==> src/rtl/bcd_counter_999.sv <==
// bcd_counter_999: three-digit cascaded BCD counter (000-999) with an internal
// prescaler and a start/stop/pause FSM. Feeds the per-digit 7-segment decoders.
// Optional macro BCD_CNT_DOWN_EN adds an up_dn input (1 = up, 0 = down).
module bcd_counter_999 #(
    parameter int CLK_HZ  = 50000000,
    parameter int TICK_HZ = 10,
    parameter int WRAP    = 1
) (
    input  logic       clk,
    input  logic       rst_n,
`ifdef BCD_CNT_DOWN_EN
    input  logic       up_dn,
`endif
    input  logic       start_stop,
    input  logic       clear,
    output logic [3:0] bcd_ones,
    output logic [3:0] bcd_tens,
    output logic [3:0] bcd_hundreds,
    output logic       running,
    output logic       tc_pulse
);

    localparam int DIV = CLK_HZ / TICK_HZ;
    localparam int PW  = (DIV > 1) ? $clog2(DIV) : 1;

    if (DIV < 2) begin : g_bad_div
        $error("bcd_counter_999: CLK_HZ/TICK_HZ must be >= 2");
    end

    typedef enum logic [1:0] {IDLE, RUN, PAUSE, DONE} state_t;

    state_t        state_q, state_d;
    logic [PW-1:0] presc_q, presc_d;
    logic [3:0]    ones_q, ones_d, tens_q, tens_d, hund_q, hund_d;
    logic          ss_q;
    logic          running_q, running_d;
    logic          tc_q, tc_d;

    logic rise, tick, up, at_term;

    // Next-state logic: edge detect, prescaler, digit cascade, FSM, clear override
    always_comb begin
        state_d = state_q;
        presc_d = presc_q;
        ones_d  = ones_q;
        tens_d  = tens_q;
        hund_d  = hund_q;
        tc_d    = 1'b0;

        rise = start_stop & ~ss_q;
        tick = (state_q == RUN) && (presc_q == PW'(DIV - 1));
`ifdef BCD_CNT_DOWN_EN
        up = up_dn;
`else
        up = 1'b1;
`endif
        // Terminal value depends on direction: 999 going up, 000 going down
        at_term = up ? (ones_q == 4'd9 && tens_q == 4'd9 && hund_q == 4'd9)
                     : (ones_q == 4'd0 && tens_q == 4'd0 && hund_q == 4'd0);

        // Prescaler only advances in RUN, is frozen in PAUSE, parked at 0 otherwise
        case (state_q)
            RUN:     presc_d = tick ? '0 : presc_q + 1'b1;
            PAUSE:   presc_d = presc_q;
            default: presc_d = '0;
        endcase

        // Digit update on tick; carry/borrow ripple naturally wraps 999<->000
        if (tick) begin
            tc_d = at_term;
            if (!(at_term && WRAP == 0)) begin
                if (up) begin
                    if (ones_q == 4'd9) begin
                        ones_d = 4'd0;
                        if (tens_q == 4'd9) begin
                            tens_d = 4'd0;
                            hund_d = (hund_q == 4'd9) ? 4'd0 : hund_q + 4'd1;
                        end else begin
                            tens_d = tens_q + 4'd1;
                        end
                    end else begin
                        ones_d = ones_q + 4'd1;
                    end
                end else begin
                    if (ones_q == 4'd0) begin
                        ones_d = 4'd9;
                        if (tens_q == 4'd0) begin
                            tens_d = 4'd9;
                            hund_d = (hund_q == 4'd0) ? 4'd9 : hund_q - 4'd1;
                        end else begin
                            tens_d = tens_q - 4'd1;
                        end
                    end else begin
                        ones_d = ones_q - 4'd1;
                    end
                end
            end
        end

        // FSM; saturating terminal tick beats a coincident rise
        case (state_q)
            IDLE:    if (rise) state_d = RUN;
            RUN: begin
                if (tick && at_term && WRAP == 0) state_d = DONE;
                else if (rise)                    state_d = PAUSE;
            end
            PAUSE:   if (rise) state_d = RUN;
            default: state_d = DONE;
        endcase

        // clear dominates rise and tick
        if (clear) begin
            state_d = IDLE;
            presc_d = '0;
            ones_d  = 4'd0;
            tens_d  = 4'd0;
            hund_d  = 4'd0;
            tc_d    = 1'b0;
        end

        running_d = (state_d == RUN);
    end

    // State registers; edge-detect flop resets high so a held button cannot start the count
    always_ff @(posedge clk) begin
        if (!rst_n) begin
            state_q   <= IDLE;
            presc_q   <= '0;
            ones_q    <= 4'd0;
            tens_q    <= 4'd0;
            hund_q    <= 4'd0;
            ss_q      <= 1'b1;
            running_q <= 1'b0;
            tc_q      <= 1'b0;
        end else begin
            state_q   <= state_d;
            presc_q   <= presc_d;
            ones_q    <= ones_d;
            tens_q    <= tens_d;
            hund_q    <= hund_d;
            ss_q      <= start_stop;
            running_q <= running_d;
            tc_q      <= tc_d;
        end
    end

    assign bcd_ones     = ones_q;
    assign bcd_tens     = tens_q;
    assign bcd_hundreds = hund_q;
    assign running      = running_q;
    assign tc_pulse     = tc_q;

endmodule
==> config.mk <==
export PLATFORM = sky130hd
export DESIGN_NAME = bcd_counter_999
export DESIGN_NICKNAME = d
export VERILOG_FILES = /design/src/rtl/bcd_counter_999.sv
export SDC_FILE = /design/constraint.sdc
export NUM_CORES = 1
export LEC_CHECK = 0
export ABC_AREA = 0
export CAP_MARGIN = 20
export CORE_UTILIZATION = 53
export CTS_BUF_LIST = sky130_fd_sc_hd__clkbuf_8
export CTS_CLUSTER_DIAMETER = 60
export CTS_CLUSTER_SIZE = 20
export DETAILED_ROUTE_END_ITERATION = 16
export PLACE_DENSITY = 0.84
export SETUP_SLACK_MARGIN = 0.15
export SYNTH_ARGS = -nofsm -noshare
export SYNTH_HDL_FRONTEND = slang
export SYNTH_SLANG_ARGS = --single-unit
==> constraint.sdc <==
create_clock -name clk -period 2.2 [get_ports clk]
set_clock_uncertainty 0.2 [all_clocks]
set_input_delay 0.55 -clock clk [delete_from_list [all_inputs] [get_ports clk]]
set_output_delay 0.55 -clock clk [all_outputs]
set_load 0.01 [all_outputs]
==> notes.md <==
flow finished, numbers: final setup fails=0, Syn. warnings=0, Critical-path top delay cell=or4_4, routed wire length per instance=14.6 um, LEAKAGE=0.952 nW, fmax=457 MHz, Synth Area per Inst=8.11 sq um, crit-path cells=or3b_4 -> or4_4 -> or2_4 -> or3_4 -> a21oi_2, mi-comb count=189, status=finished, final reports clean, area leader, netlist=dfxtp_1, worst r2r path cells=5, Critical Path RT=2240 ps, vias in the first global route=1912, fill cell count=232, Non-Clock Buffer Area Fraction=18.2%, CP delay by family, top=simple AND/OR/NAND/NOR gates, Non-clock inverters=6, FF-to-FF Start=presc_q[20], Post-DP HPWL=3.53 mm, Final Wtd Congestion=0.901, crit path max fanout=8, clock power share=37.8%, Hold Worst Slack=312 ps, crit path from=presc_q[20], main flop type=dfxtp_1, Final Hold Fails=0, Multiplexer share=2.60%, ys async rst share=0%, crit path kind=reg -> reg, yosys adder share=0.635%, maximum vdd drop=0.442 mV, row count=21, Die Ht=63.0 um, Max power group=registers, root cell of the clock tree=clkbuf_8, Worst EP arrival=2220 ps, width of the die=63.0 um
repair_timing:
item	in CTS	in global routing
pin swaps	1	2
setup endpoints to repair	13	30
setup buffers	3	2
gates resized	6	20
registers in the layout (all words and copies together), names as in the netlist:
signal and cells:
bcd_hundreds 4, tc_pulse 1, ss_q 1, state_q 2, bcd_tens 4, presc_q 23
running 1, bcd_ones 4
worst reg2reg max path, cell delays in order (launching register included):
cell and delay, ps:
dfxtp_2 330, or3b_4 390, or4_4 460, or2_4 280
or3_4 330, a21oi_2 120
layer usage:
| layer | part of all wire (%) | vias to the layer above | track usage [%] |
|---|---|---|---|
| li1 | - | 986 | - |
| met1 | 43 | 944 | 33.1 |
| met2 | 50 | 50 | 47.6 |
| met3 | 5.3 | 10 | 5.29 |
| met4 | 1.6 | 0 | 12.2 |
| met5 | 0 | - | 0 |
Fig. 1: sizing map
Scale bar: 20 um.
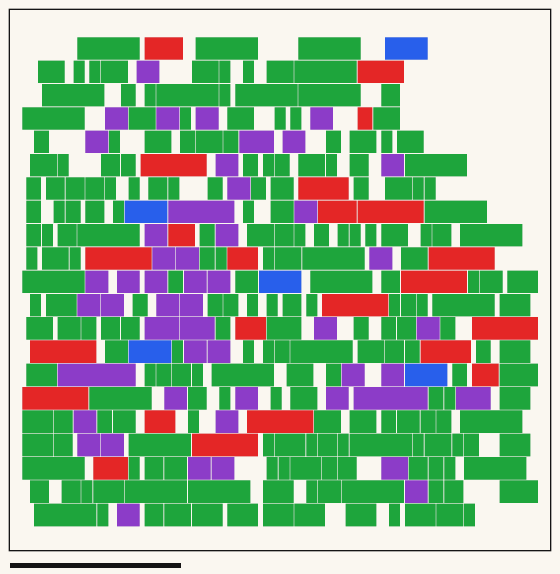
| color | size | cells | most used |
|---|---|---|---|
| purple | x3 and x4 | 50 | buf_4 |
| red | x2 | 23 | dfxtp_2 |
| blue | x6 and larger | 5 | clkbuf_8 |
| green | x1 and smaller | 223 | nor2_1 |

Fig. 2: where the registers sit
Scale bar: 20 um.
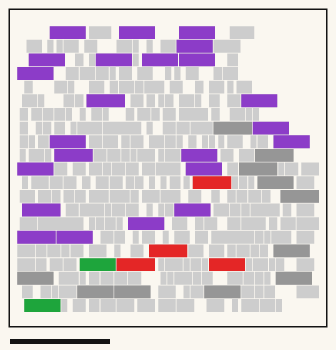
| color | signal | sequential cells |
|---|---|---|
| red | bcd_hundreds | 4 |
| purple | presc_q | 23 |
| green | state_q | 2 |
not colored: 11
Seq power: 726 uW
fin util: 78.2%

Fig. 3: selected gate families
Scale bar: 20 um.
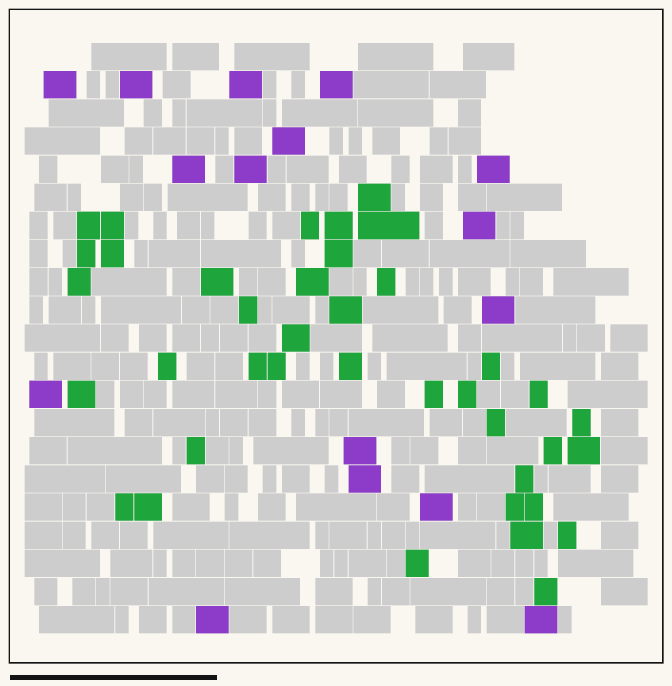
| color | family | cells |
|---|---|---|
| purple | xor and xnor cells | 16 |
| green | aoi and oai cells | 39 |

Power is estimated from default activity; no workload was simulated.
